<file path="src/rtl/int_flag_pkg.sv">
// Shared types for the interrupt flag save/restore controller.
package int_flag_pkg;

   // Controller FSM states.
   typedef enum logic [1:0] {
      IDLE    = 2'd0,
      ACK     = 2'd1,
      RESTORE = 2'd2
   } state_e;

   // One saved flag pair.
   typedef struct packed {
      logic c;
      logic z;
   } flags_t;

endpackage

</file>
<file path="src/rtl/int_flag_ctrl_flag_lifo.sv">
// flag_lifo: small LIFO of saved {C,Z} pairs with stack pointer and
// full/empty status. Push and pop are only ever requested one at a time.
module flag_lifo
   import int_flag_pkg::*;
#(
   parameter int DEPTH = 4,
   parameter int SP_W  = $clog2(DEPTH + 1)
) (
   input  logic            clk,
   input  logic            rst,
   input  logic            en,
   input  logic            push_i,
   input  logic            pop_i,
   input  flags_t          wdata_i,
   output flags_t          rdata_o,
   output logic [SP_W-1:0] sp_o,
   output logic            full_o,
   output logic            empty_o
);

   flags_t          mem [DEPTH];
   logic [SP_W-1:0] sp_q;
   logic [SP_W-1:0] sp_d;

   assign sp_o    = sp_q;
   assign full_o  = (sp_q == SP_W'(DEPTH));
   assign empty_o = (sp_q == '0);

   // Next stack pointer: grow on push, shrink on pop, saturating at the ends.
   always_comb begin
      // NOTE: default first so every path assigns sp_d and no latch is inferred.
      sp_d = sp_q;
      if (push_i && !full_o) begin
         sp_d = sp_q + 1'b1;
      end else if (pop_i && !empty_o) begin
         sp_d = sp_q - 1'b1;
      end
   end

   // Stack pointer register, frozen while the global enable is low.
   always_ff @(posedge clk or negedge rst) begin
      if (!rst) begin
         // NOTE: non-blocking assignments for all flop state, so every flop
         // samples pre-edge values regardless of process ordering.
         sp_q <= '0;
      end else if (en) begin
         sp_q <= sp_d;
      end
   end

   // Storage write at the current top; contents are meaningless until pushed.
   // NOTE: the storage array deliberately has no reset; only sp decides what is valid.
   always_ff @(posedge clk) begin
      if (en && push_i && !full_o) begin
         for (int i = 0; i < DEPTH; i++) begin
            if (sp_q == SP_W'(i)) begin
               mem[i] <= wdata_i;
            end
         end
      end
   end

   // Top-of-stack read (entry sp-1); zero when empty.
   always_comb begin
      rdata_o = '0;
      for (int i = 0; i < DEPTH; i++) begin
         if (sp_q == SP_W'(i + 1)) begin
            rdata_o = mem[i];
         end
      end
   end

endmodule

</file>
<file path="src/rtl/int_flag_ctrl.sv">
// int_flag_ctrl: saves C/Z on interrupt entry and restores them through the
// flag register's interrupt write port on return-from-interrupt.
// Build option: define INT_NEST_EN to allow nesting up to DEPTH levels;
// otherwise only a single level is stored and an irq inside an ISR waits.
module int_flag_ctrl
   import int_flag_pkg::*;
#(
   parameter  int DEPTH = 4,
   localparam int SP_W  = $clog2(DEPTH + 1)
) (
   input  logic            clk,
   input  logic            rst,
   input  logic            clock_en,
   input  logic            int_en_i,
   input  logic            irq_i,
   input  logic            reti_i,
   input  logic            c_i,
   input  logic            z_i,
   output logic            irq_ack_o,
   output logic            iwe_o,
   output logic            intc_o,
   output logic            intz_o,
   output logic            in_isr_o,
   output logic [SP_W-1:0] depth_o,
   output logic            ovf_o,
   output logic            unf_o
);

`ifdef INT_NEST_EN
   localparam int LIFO_DEPTH = DEPTH;
`else
   localparam int LIFO_DEPTH = 1;
`endif

   state_e state_q;
   state_e state_d;

   logic   push;
   logic   pop;
   logic   nest_ok;
   logic   lifo_full;
   logic   lifo_empty;
   flags_t top_flags;
   flags_t cur_flags;

   logic   irq_ack_q, irq_ack_d;
   logic   iwe_q,     iwe_d;
   logic   intc_q,    intc_d;
   logic   intz_q,    intz_d;
   logic   ovf_q,     ovf_d;
   logic   unf_q,     unf_d;

   assign cur_flags = '{c: c_i, z: z_i};

`ifdef INT_NEST_EN
   assign nest_ok = !lifo_full;
`else
   // Single level: accept only outside any ISR.
   assign nest_ok = lifo_empty && !lifo_full;
`endif

   flag_lifo #(
      .DEPTH (LIFO_DEPTH),
      .SP_W  (SP_W)
   ) u_lifo (
      .clk     (clk),
      .rst     (rst),
      .en      (clock_en),
      .push_i  (push),
      .pop_i   (pop),
      .wdata_i (cur_flags),
      .rdata_o (top_flags),
      .sp_o    (depth_o),
      .full_o  (lifo_full),
      .empty_o (lifo_empty)
   );

   // State register.
   always_ff @(posedge clk or negedge rst) begin
      if (!rst) begin
         state_q <= IDLE;
      end else if (clock_en) begin
         state_q <= state_d;
      end
   end

   // Next state plus stack push/pop; reti has priority over irq in IDLE.
   always_comb begin
      state_d = state_q;
      push    = 1'b0;
      pop     = 1'b0;
      case (state_q)
         IDLE: begin
            if (reti_i) begin
               if (!lifo_empty) begin
                  pop     = 1'b1;
                  state_d = RESTORE;
               end
            end else if (irq_i && int_en_i && nest_ok) begin
               push    = 1'b1;
               state_d = ACK;
            end
         end
         ACK:     state_d = IDLE;
         RESTORE: state_d = IDLE;
         default: state_d = IDLE;
      endcase
   end

   // Registered-output next values; sticky error flags only ever set.
   always_comb begin
      irq_ack_d = (state_d == ACK);
      iwe_d     = (state_d == RESTORE);
      intc_d    = iwe_d ? top_flags.c : 1'b0;
      intz_d    = iwe_d ? top_flags.z : 1'b0;
      ovf_d     = ovf_q;
      unf_d     = unf_q;
      if (state_q == IDLE) begin
         if (reti_i && lifo_empty) begin
            unf_d = 1'b1;
         end
`ifdef INT_NEST_EN
         if (!reti_i && irq_i && int_en_i && lifo_full) begin
            ovf_d = 1'b1;
         end
`endif
      end
   end

   // Output registers, frozen with the global enable so pulses stretch.
   always_ff @(posedge clk or negedge rst) begin
      if (!rst) begin
         irq_ack_q <= 1'b0;
         iwe_q     <= 1'b0;
         intc_q    <= 1'b0;
         intz_q    <= 1'b0;
         ovf_q     <= 1'b0;
         unf_q     <= 1'b0;
      end else if (clock_en) begin
         irq_ack_q <= irq_ack_d;
         iwe_q     <= iwe_d;
         intc_q    <= intc_d;
         intz_q    <= intz_d;
         ovf_q     <= ovf_d;
         unf_q     <= unf_d;
      end
   end

   assign irq_ack_o = irq_ack_q;
   assign iwe_o     = iwe_q;
   assign intc_o    = intc_q;
   assign intz_o    = intz_q;
   assign ovf_o     = ovf_q;
   assign unf_o     = unf_q;
   assign in_isr_o  = (depth_o != '0);

endmodule

</file>
<file path="config.mk">
export PLATFORM = sky130hd
export DESIGN_NAME = int_flag_ctrl
export DESIGN_NICKNAME = d
export VERILOG_FILES = /design/src/rtl/int_flag_pkg.sv /design/src/rtl/int_flag_ctrl_flag_lifo.sv /design/src/rtl/int_flag_ctrl.sv
export SDC_FILE = /design/constraint.sdc
export NUM_CORES = 1
export LEC_CHECK = 0
export ABC_AREA = 1
export CORE_MARGIN = 1
export CORE_UTILIZATION = 47
export CTS_BUF_LIST = sky130_fd_sc_hd__clkbuf_8 sky130_fd_sc_hd__clkbuf_16
export DETAILED_ROUTE_END_ITERATION = 16
export MAX_ROUTING_LAYER = met4
export PLACE_DENSITY = 0.73
export SLEW_MARGIN = 30
export SYNTH_ARGS = -nofsm -noshare
export SYNTH_HDL_FRONTEND = slang
export SYNTH_HIERARCHICAL = 1
export SYNTH_SLANG_ARGS = --single-unit
</file>
<file path="constraint.sdc">
create_clock -name clk -period 2.4 [get_ports clk]
set_clock_uncertainty 0.05 [all_clocks]
set_input_delay 0.72 -clock clk [delete_from_list [all_inputs] [get_ports clk]]
set_output_delay 0.72 -clock clk [all_outputs]
set_load 0.02 [all_outputs]
</file>
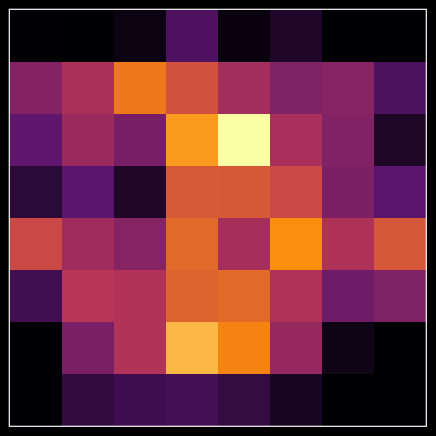
*Routed metal per tile*
Scale: 10 px per µm. 8 x 8 tiles, from black (low) to pale yellow (high), scaled to the fullest tile. Values are wire area over tile area, all layers added.
mean over tiles	0.13
nearly empty tiles	14%
tiles over half the peak	23%
emptiest ninth of the die	bottom right
fullest tile	0.38
densest ninth of the die	middle

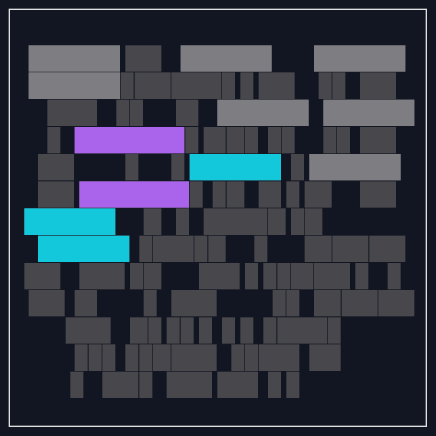
*Where the registers sit*
Scale: 10 px per µm. Other sequential cells in the stronger grey, the rest of the logic in the fainter grey.
colour	signal	placed flops
cyan	`u_lifo/sp_o`	3
purple	`u_lifo/mem`	2
Power Sequential: 308 µW
fin util: 0.696

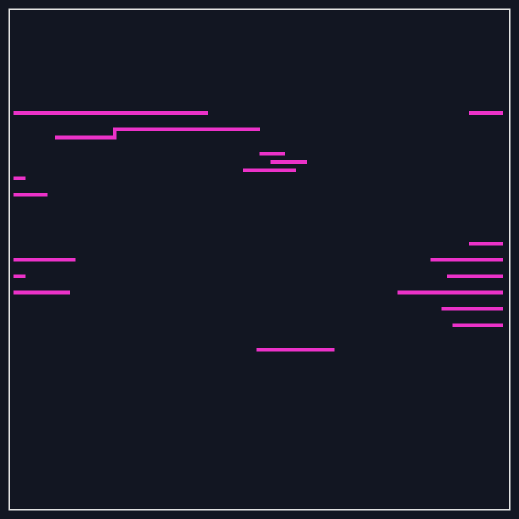
*Met3 routing*
Scale: 12 px per µm.
nets with wire on the layer	17
main direction	horizontal

==> impl_metrics.ini <==
; physical design summary
[clocking]
cts_resized = 0
cts_buffers = 3
cts-root-buf = clkbuf_8
htreeDepth = 1
clk_latency_ns = 0.24
cts_hold_buf = 0
cts_tree = done

[yosys]
yosys_warnings = 6
syn_avg_cell_area_um2 = 8.00
simple_gate_area_frac = 0.379
fa_ha_area_frac = 0.0680
ys_seq_frac = 0.422
synth_top_area_share = 0.340
flop_cell = dfrtp_1
common_cells = nand2_1, inv_1, dfrtp_1

[power]
p_sw_uw = 435
power.share.clock = 0.179
maxPowerGroup = combinational logic
pg_clk_uw = 184
total_power_uw = 1030
ir_drop_v = 0.000635
power.leakage_uw = 0.000508

[floorplan]
core-area_um2 = 1380
dieArea_um2 = 1730
ios = 18
nWellTaps = 15

[setup_path]
endpoint_kind = output port
regToRegEndpoint = u_lifo/mem[0][1]
r2r_slack_ns = 0.35
cp_slowest_cell = clkdlybuf4s50_1
path_cells = clkdlybuf4s50_1

[worst_hold_path]
whs_endpoint = irq_ack_o
hold_path_class = reg -> reg
min_from = irq_ack_o

[cells_and_area]
largest_reg_flops = 3
layout_top_cell = nand2_1
largestClassByArea = logic gates
fillers = 124
logic_gates = 62
syn_to_final_growth_pct = 30.8
final_cells = 127
signal_buffer_area_fraction = 0.177
diodes = 0
comb_area_frac = 0.368
clk_share = 0.0468

[final_timing]
post-route-period-util = 0.881
setup_viol_count_final = 0
fmax_mhz = 473
fin_ws_ns = 0.285
min_period_ns = 2.11
timing.hold.ws_ns = 0.422
drv_slew = 0

[drt]
post_drt_wl_per_cell_um = 10.7
drcViolationCount = 0
vias_per_cell = 4.79
drt_iter0_markers = 15
wl_um = 1350
wl_met2_um = 570
routed.top_layer = met4

[flow_run]
maxCapViolations = 0
tool_warnings = 29

[placement]
postPlaceCellArea_um2 = 915
place_ws_ns = 0.107
globalplace.congestion = 0.891

[run_status]
outcome = complete, no violations

[global_route]
antenna_found_initial = 0
grtUsageMet3 = 0.0696
grtUsageMet1 = 0.243
grt_pass1_wl_um = 2460
grt_util_met2 = 0.291
top_usage_layer = met2
Power is estimated from default activity; no workload was simulated.
